**src/rtl/recip_engine.sv**
```systemverilog
// recip_engine: fetches a 16-bit divisor from byte memory, computes the
// fixed-point reciprocal floor(2^15/d) (optionally half-LSB rounded) with a
// 17-step restoring divider, writes the 16-bit result back and raises Ack.
//
// state | meaning
// IDLE  | waiting for Start after reset
// RD_HI | reading divisor MSB
// RD_LO | reading divisor LSB, choose divide or zero-divisor shortcut
// DIV   | 17 restoring-divide iterations, one quotient bit per cycle
// WR_HI | writing result MSB
// WR_LO | writing result LSB
// DONE  | Ack held until next Start
module recip_engine #(
  parameter int DIVISOR_ADDR = 8,
  parameter int RESULT_ADDR  = 10,
  parameter int ROUND        = 0
) (
  input  logic       Clk,
  input  logic       Reset,
  input  logic       Start,
  output logic       Ack,
  output logic [7:0] MemAddr,
  input  logic [7:0] MemRdData,
  output logic [7:0] MemWrData,
  output logic       MemWrEn
);

  localparam logic [7:0] DIV_HI_A = 8'(DIVISOR_ADDR);
  localparam logic [7:0] DIV_LO_A = 8'(DIVISOR_ADDR + 1);
  localparam logic [7:0] RES_HI_A = 8'(RESULT_ADDR);
  localparam logic [7:0] RES_LO_A = 8'(RESULT_ADDR + 1);

  typedef enum logic [2:0] {IDLE, RD_HI, RD_LO, DIV, WR_HI, WR_LO, DONE} state_t;

  state_t      state, state_nx;
  logic [15:0] divisor;
  logic [16:0] quot;
  logic [16:0] rem;
  logic [4:0]  cnt;
  logic [17:0] rem_sh;
  logic        rem_ge;
  logic [15:0] result;

  // The dividend 2^16 is a single 1 followed by zeros, so its bit only
  // enters on the first iteration (counter still at its load value).
  assign rem_sh = {rem, (cnt == 5'd16)};
  assign rem_ge = (rem_sh >= {2'b00, divisor});

  // Result selection; q[16:1] <= 2^15 so the rounding add cannot overflow.
  always_comb begin
    result = quot[16:1];
    if (divisor == 16'h0000)
      result = 16'hFFFF;
    else if (ROUND != 0)
      result = quot[16:1] + {15'b0, quot[0]};
  end

  // State register.
  always_ff @(posedge Clk or posedge Reset) begin
    if (Reset)
      state <= IDLE;
    else
      state <= state_nx;
  end

  // Next-state and memory-port outputs, decoded from state alone.
  always_comb begin
    state_nx  = state;
    Ack       = 1'b0;
    MemAddr   = 8'h00;
    MemWrData = 8'h00;
    MemWrEn   = 1'b0;
    case (state)
      IDLE: if (Start) state_nx = RD_HI;
      RD_HI: begin
        MemAddr  = DIV_HI_A;
        state_nx = RD_LO;
      end
      RD_LO: begin
        MemAddr  = DIV_LO_A;
        state_nx = ({divisor[15:8], MemRdData} != 16'h0000) ? DIV : WR_HI;
      end
      DIV: if (cnt == 5'd0) state_nx = WR_HI;
      WR_HI: begin
        MemAddr   = RES_HI_A;
        MemWrData = result[15:8];
        MemWrEn   = 1'b1;
        state_nx  = WR_LO;
      end
      WR_LO: begin
        MemAddr   = RES_LO_A;
        MemWrData = result[7:0];
        MemWrEn   = 1'b1;
        state_nx  = DONE;
      end
      DONE: begin
        Ack = 1'b1;
        if (Start) state_nx = RD_HI;
      end
      default: state_nx = IDLE;
    endcase
  end

  // Divisor capture and restoring-divide datapath with down-counting iteration count.
  always_ff @(posedge Clk or posedge Reset) begin
    if (Reset) begin
      divisor <= 16'h0000;
      quot    <= 17'h00000;
      rem     <= 17'h00000;
      cnt     <= 5'd0;
    end else begin
      case (state)
        RD_HI: divisor[15:8] <= MemRdData;
        RD_LO: begin
          divisor[7:0] <= MemRdData;
          quot         <= 17'h00000;
          rem          <= 17'h00000;
          cnt          <= 5'd16;
        end
        DIV: begin
          quot <= {quot[15:0], rem_ge};
          rem  <= 17'(rem_ge ? (rem_sh - {2'b00, divisor}) : rem_sh);
          if (cnt != 5'd0)
            cnt <= cnt - 5'd1;
        end
        default: ;
      endcase
    end
  end

endmodule
```
**config.mk**
```make
export PLATFORM = sky130hd
export DESIGN_NAME = recip_engine
export DESIGN_NICKNAME = d
export VERILOG_FILES = /design/src/rtl/recip_engine.sv
export SDC_FILE = /design/constraint.sdc
export NUM_CORES = 1
export LEC_CHECK = 0
export ABC_CLOCK_PERIOD_IN_PS = 4200
export CAP_MARGIN = 20
export CORE_UTILIZATION = 36
export DETAILED_ROUTE_END_ITERATION = 16
export PLACE_DENSITY_LB_ADDON = 0.12
export SLEW_MARGIN = 40
export SYNTH_ARGS = -nofsm -noshare
export SYNTH_HDL_FRONTEND = slang
export SYNTH_SLANG_ARGS = --single-unit
```
**constraint.sdc**
```tcl
create_clock -name Clk -period 4.2 [get_ports Clk]
set_clock_uncertainty 0.05 [all_clocks]
set_input_delay 0.84 -clock Clk [delete_from_list [all_inputs] [get_ports Clk]]
set_output_delay 0.84 -clock Clk [all_outputs]
set_load 0.01 [all_outputs]
```
wire_density.png
Scale bar: 20 um. The die is cut into 21 by 21 equal tiles; black is low, pale yellow is high, scaled to the fullest tile. Values are wire area over tile area, all layers added.
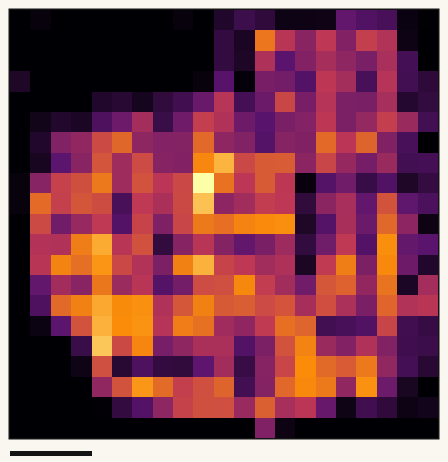
27% of the tiles are over half the peak. The densest ninth of the die: centre. The mean over all tiles is 0.14. 21% of the tiles are nearly empty.

zoom.png
Scale bar: 20 um. Region (1, 1) to (51, 51) um. Cells in grey, sequential cells in the stronger grey; small squares are vias.
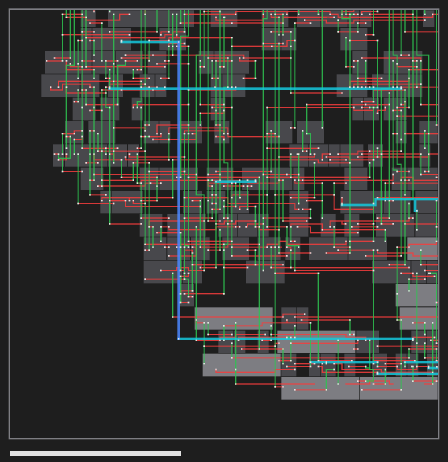
Key: green = met2; red = met1; cyan = met3; blue = met4
128 logic cells have their middle in the window. Sequential cells in the window: 6. Most frequent: nand2_1 (16), o21ai_0 (10), ha_1 (10). Netlist names of flops here include divisor (6).

-- through the flow --
step,util (%),total power (W),std cells
2_1_floorplan,-,0.002364,456
3_3_place_gp,39.77,0.002832,589
3_5_place_dp,39.77,0.002845,589
4_1_cts,41.52,0.003331,605
5_1_grt,41.53,0.003618,605
6_report,41.53,0.003298,605
-- final timing paths --
path	cells past startpoint	start	end
worst min register to register	2	quot[0]	quot[0]
max in group asynchronous	3	Reset	divisor[10]
min in group asynchronous	2	Reset	state[1]
worst min-delay path	2	quot[0]	quot[0]
worst max register to register	12	cnt[0]	rem[12]
worst max-delay path	5	divisor[11]	MemWrData[0]
-- routing by layer --
metal  vias to the layer above  track usage (%)
met5                         -                0
met4                         0            5.306
met3                         9            4.323
met2                        55            31.55
met1                      1492            24.89
li1                       1614                -
==> impl_metrics.yaml <==
# synthesis and place-and-route metrics
synth:
  dominantRegCellSynth: "dfrtp_1"
  yosysUniqueCellTypes: 62
  async_flop_share_pct: 100.0
  synthSimpleGateAreaFrac_pct: 21.54
  ys_seq_share_pct: 38.45
  synth_stat.cells: 452
drt:
  wl_met2_mm: 4.593
  dr.first_iter.drc_count: 232
  wl_met3_um: 327
  vias: 3170
  totalWireLength_mm: 9.606
cells_and_area:
  share_of_cells_above_drive_strength_1_pct: 9.168
  inverters: 22
  comb_share_pct: 48.82
  design.seq.count: 58
  final-clk-cell-share_pct: 4.211
  layout_top_cell: "nand2_1"
  area_share_nonclk_buffers_pct: 6.832
  finalNetCount: 494
clocking:
  tritoncts_clock_tree: "built"
  clk_root_buffer_cell: "clkbuf_8"
  cts_max_level: 3
sta:
  timing.final.ws_setup_ns: 0.6923
  timing_max_transition_violations_final: 0
pwr:
  net_switching_fraction_of_the_power_pct: 47.30
  power.ir.vdd_worst_v: 0.0003719
  power_top_consumer: "combinational logic"
  combinational_power_share_pct: 58.4
worst_setup_path:
  rrSetupSlack_ns: 0.84
  worstPathRequired_ns: 3.31
  cpLargestDelayFamily: "simple AND/OR/NAND/NOR gates"
die:
  tap_cells: 136
  die_height_um: 104.4
job:
  log.warning_count: 27
global_route:
  antenna_found_initial: 0
status:
  run_status: "finished clean"
Power is estimated from default activity; no workload was simulated.
